`config.mk`:
```
export PLATFORM = sky130hd
export DESIGN_NAME = mult_scheduler
export DESIGN_NICKNAME = d
export VERILOG_FILES = /design/src/rtl/mult_scheduler.sv
export SDC_FILE = /design/constraint.sdc
export NUM_CORES = 1
export LEC_CHECK = 0
export CORE_UTILIZATION = 41
export DETAILED_ROUTE_END_ITERATION = 6
export PLACE_DENSITY = 0.91
export SYNTH_ARGS = -nofsm -noshare
export SYNTH_HDL_FRONTEND = slang
export SYNTH_SLANG_ARGS = --single-unit
```
`constraint.sdc`:
```
create_clock -name Clk -period 1.7 [get_ports Clk]
set_input_delay 0.34 -clock Clk [delete_from_list [all_inputs] [get_ports Clk]]
set_output_delay 0.34 -clock Clk [all_outputs]
set_load 0.01 [all_outputs]
```
`src/rtl/mult_scheduler.sv`:
```
// Two-client round-robin front end for a sequential 8x8 signed multiplier: LOAD -> SETTLE -> RUN -> RELEASE.
// Define MULT_SCHED_TIMEOUT_EN to add a RUN-state watchdog that aborts with rsp_err after TIMEOUT_CYCLES.
module mult_scheduler #(
    parameter int unsigned TIMEOUT_CYCLES = 31
) (
    input  logic        Clk,
    input  logic        Reset,
    input  logic [1:0]  req,
    input  logic [7:0]  s0,
    input  logic [7:0]  b0,
    input  logic [7:0]  s1,
    input  logic [7:0]  b1,
    output logic [1:0]  gnt,
    output logic [1:0]  rsp_valid,
    output logic [15:0] rsp_data,
    output logic        rsp_err,
    output logic        busy,
    output logic [7:0]  mult_sw,
    output logic        mult_clr_ld,
    output logic        mult_run,
    input  logic        mult_done,
    input  logic [15:0] mult_result
);

    localparam logic [2:0] IDLE    = 3'd0;
    localparam logic [2:0] LOAD    = 3'd1;
    localparam logic [2:0] SETTLE  = 3'd2;
    localparam logic [2:0] RUN     = 3'd3;
    localparam logic [2:0] RELEASE = 3'd4;

    if (TIMEOUT_CYCLES < 1) begin : g_bad_timeout
        $error("mult_scheduler: TIMEOUT_CYCLES must be at least 1");
    end

    logic [2:0]  state;
    logic        hold;
    logic        last;
    logic        idx;
    logic        win;
    logic        gnt_ok;
    logic [7:0]  s_q;
    logic [7:0]  b_q;
    logic [15:0] data_q;

    // Round-robin: a lone requester wins, otherwise the client not served last.
    always_comb begin
        win = ~last;
        if (req == 2'b01)
            win = 1'b0;
        else if (req == 2'b10)
            win = 1'b1;
    end

    // hold masks gnt in the first cycle after Reset so every output reads 0 there.
    assign gnt_ok = (state == IDLE) && !hold && !Reset && (req != 2'b00);
    assign gnt    = gnt_ok ? (win ? 2'b10 : 2'b01) : 2'b00;

    assign busy        = (state != IDLE);
    assign mult_clr_ld = (state == LOAD);
    assign mult_run    = (state == RUN);
    assign rsp_valid   = (state == RELEASE) ? (idx ? 2'b10 : 2'b01) : 2'b00;
    assign rsp_data    = data_q;

    always_comb begin
        mult_sw = 8'h00;
        case (state)
            LOAD:        mult_sw = b_q;
            SETTLE, RUN: mult_sw = s_q;
            default:     mult_sw = 8'h00;
        endcase
    end

`ifdef MULT_SCHED_TIMEOUT_EN
    localparam int CNT_W = $clog2(TIMEOUT_CYCLES + 1);

    logic [CNT_W-1:0] cnt;
    logic [CNT_W-1:0] cnt_inc;
    logic             err_q;

    assign cnt_inc = cnt + CNT_W'(1);
    assign rsp_err = err_q;

    always_ff @(posedge Clk) begin
        if (Reset)
            cnt <= '0;
        else if (state == SETTLE)
            cnt <= '0;
        else if (state == RUN)
            cnt <= cnt_inc;
    end
`else
    assign rsp_err = 1'b0;
`endif

    always_ff @(posedge Clk) begin
        if (Reset) begin
            state  <= IDLE;
            hold   <= 1'b1;
            last   <= 1'b1;
            idx    <= 1'b0;
            s_q    <= 8'h00;
            b_q    <= 8'h00;
            data_q <= 16'h0000;
`ifdef MULT_SCHED_TIMEOUT_EN
            err_q  <= 1'b0;
`endif
        end else begin
            hold <= 1'b0;
            case (state)
                IDLE: begin
                    if (gnt_ok) begin
                        idx   <= win;
                        s_q   <= win ? s1 : s0;
                        b_q   <= win ? b1 : b0;
                        state <= LOAD;
                    end
                end
                LOAD:   state <= SETTLE;
                SETTLE: state <= RUN;
                RUN: begin
                    // A done arriving on the watchdog's last cycle still delivers the product.
                    if (mult_done) begin
                        data_q <= mult_result;
`ifdef MULT_SCHED_TIMEOUT_EN
                        err_q  <= 1'b0;
`endif
                        state  <= RELEASE;
                    end
`ifdef MULT_SCHED_TIMEOUT_EN
                    else if (cnt_inc == CNT_W'(TIMEOUT_CYCLES)) begin
                        data_q <= 16'h0000;
                        err_q  <= 1'b1;
                        state  <= RELEASE;
                    end
`endif
                end
                RELEASE: begin
                    last  <= idx;
                    state <= IDLE;
                end
                default: state <= IDLE;
            endcase
        end
    end

endmodule

```
**Supply network**

Bar = 20 µm. Pins as bars on the die edge.
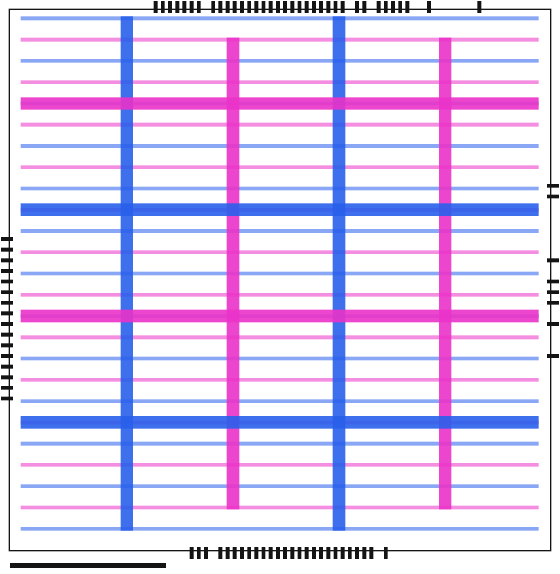
Blue shows VSS. Magenta shows VDD.
4 straps on met4. 25 met1 rails follow the rows. 4 straps on met5.

**Placement by cell class**

Bar = 20 µm.
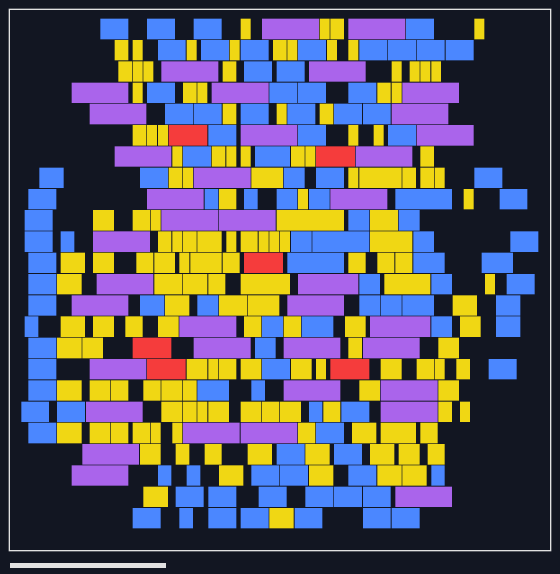
Yellow shows remaining logic cells, cells 151. Purple shows sequential cells, cells 38. Red shows clock drivers and dummy loads, cells 6. Blue shows remaining buffers and delay cells, cells 105.

**Clock network drawn from the DEF**

Bar = 20 µm.
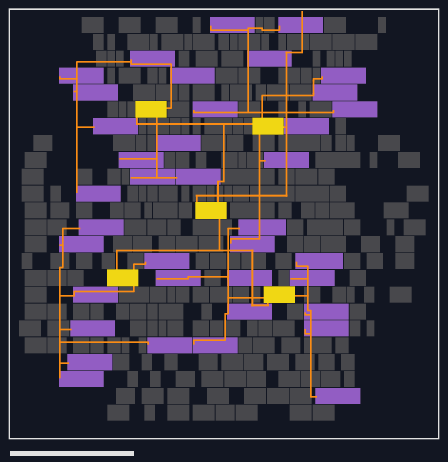
Purple shows flip-flops, count 38. Yellow shows clock-net drivers, count 5. Orange shows clock wires, length 456 µm.
There are 6 routed clock nets.

==> out/qor.yml <==
status: "finished clean"
yosys-stat-cells: 210
max_stage_delay_ns: 0.35
grt_overflow: 0
core_um2: 4320
hold_viol_final: 0
drt_wl_total_mm: 5.05
seq_area_um2: 763
dieWidth_um: 69.1
cts_tree: "built"
maxSlewHeadroom: 0.586
power.share.clock: 0.302
port_buffers: 83
drv_slew: 0
grt_pass1_vias: 1819
common_cells: "nand2_1 (41), dfxtp_1 (38), a21oi_1 (25), nand2b_1 (18), o32ai_1 (16)"
dpl.cell_count: 344
initial_utilization: 0.427
clock_sinks: 38
synth.distinct_cells: 35
placed cells by master, fill, tap and decap left out, types with 2 or more instances in the layout:
master,netlist,routed
dlygate4sd2_1,0,4
buf_12,0,3
nor2_2,0,2
buf_4,2,15
nand2b_1,18,18
o32ai_1,16,16
and3_1,2,2
buf_6,5,5
dfxtp_2,0,2
buf_2,6,8
a21oi_1,25,24
nand3b_1,8,8
clkdlybuf4s50_1,0,65
inv_1,3,3
clkbuf_8,0,6
nand2_1,41,41
clkdlybuf4s15_1,0,2
a22oi_1,15,15
nor2_1,4,2
clkbuf_2,1,2
dfxtp_1,38,36
state kept, by name (all words and copies together) (netlist names):
| register | flops |
|---|---|
| rsp_data | 16 |
| b_q | 8 |
| s_q | 8 |
| state | 3 |
| hold | 1 |
| idx | 1 |
| last | 1 |
cells by family (layout without fill, tap and decap cells):
logic type | Yosys count | in the layout | share of synthesized area
AND-OR/OR-AND | 60 | 60 | 0.230
AND/OR/NAND/NOR | 85 | 85 | 0.267
multiplexers | 1 | 1 | 0.00543
buffers and inverters | 24 | 114 | 0.0780
other | 1 | 1 | 0.00203
adder cells (fa/ha/maj) | 1 | 1 | 0.00543
flip-flops | 38 | 38 | 0.412
power by group through the flow:
stage	sequential, mW	clock [mW]	combinational [mW]
global route	0.987	0.648	0.462
detailed placement	0.997	0	0.425
finish	0.981	0.609	0.427
global placement	0.995	0	0.417
CTS	0.980	0.612	0.421
floorplan	0.990	0	0.203
layer usage:
layer,wire (µm),vias up,track usage,part of all wire
met2,2670,56,0.371,0.53
met1,2030,869,0.253,0.40
li1,-,925,-,-
met3,207,16,0.0439,0.041
met5,0,-,0,0
met4,145,0,0.0975,0.029
worst max-delay path: cells and delay by family (launching register included):
kind	cells	cell delay [ns]
and+or+nand+nor	1	0.15
AOI/OAI and AO/OA	1	0.14
DFF	1	0.35
buffers and inverters	2	0.40
worst paths after layout:
kind              slack [ns]        start          end
hold / removal          0.46  rsp_data[1]  rsp_data[1]
setup reg to reg        0.27         last       s_q[2]
setup / recovery        0.04     state[1]   mult_sw[5]
hold reg to reg         0.46  rsp_data[1]  rsp_data[1]
per-stage QoR:
stage / setup TNS (ns) / utilization / hold slack, ns / instance area [µm²] / total power [mW]
floorplan: 0 / - / 0.368 / 1840 / 1.19
global placement: -8.21 / 0.646 / 0.441 / 2800 / 1.41
detailed placement: -8.59 / 0.646 / 0.449 / 2800 / 1.42
global route: -0.0136 / 0.665 / 0.474 / 2870 / 2.10
CTS: -0.158 / 0.665 / 0.458 / 2870 / 2.01
finish: 0 / 0.665 / 0.458 / 2870 / 2.02
area by class of cell:
class | count | share of cell area
Timing Repair Buffer | 105 | 0.347
Multi-Input combinational cell | 148 | 0.332
Sequential cell | 38 | 0.266
Clock buffer | 6 | 0.0287
Tap cell | 52 | 0.0226
Inverter | 3 | 0.00392
timing repair:
item | in CTS | in global routing
buffers inserted | 1 | 1
setup endpoints to repair | 31 | 9
cloned | 0 | 0
pin swaps | 2 | 3
gates resized | 48 | 16
hold endpoints to repair | 0 | 0
No activity file was given, so power comes from the tool's default toggle rates.
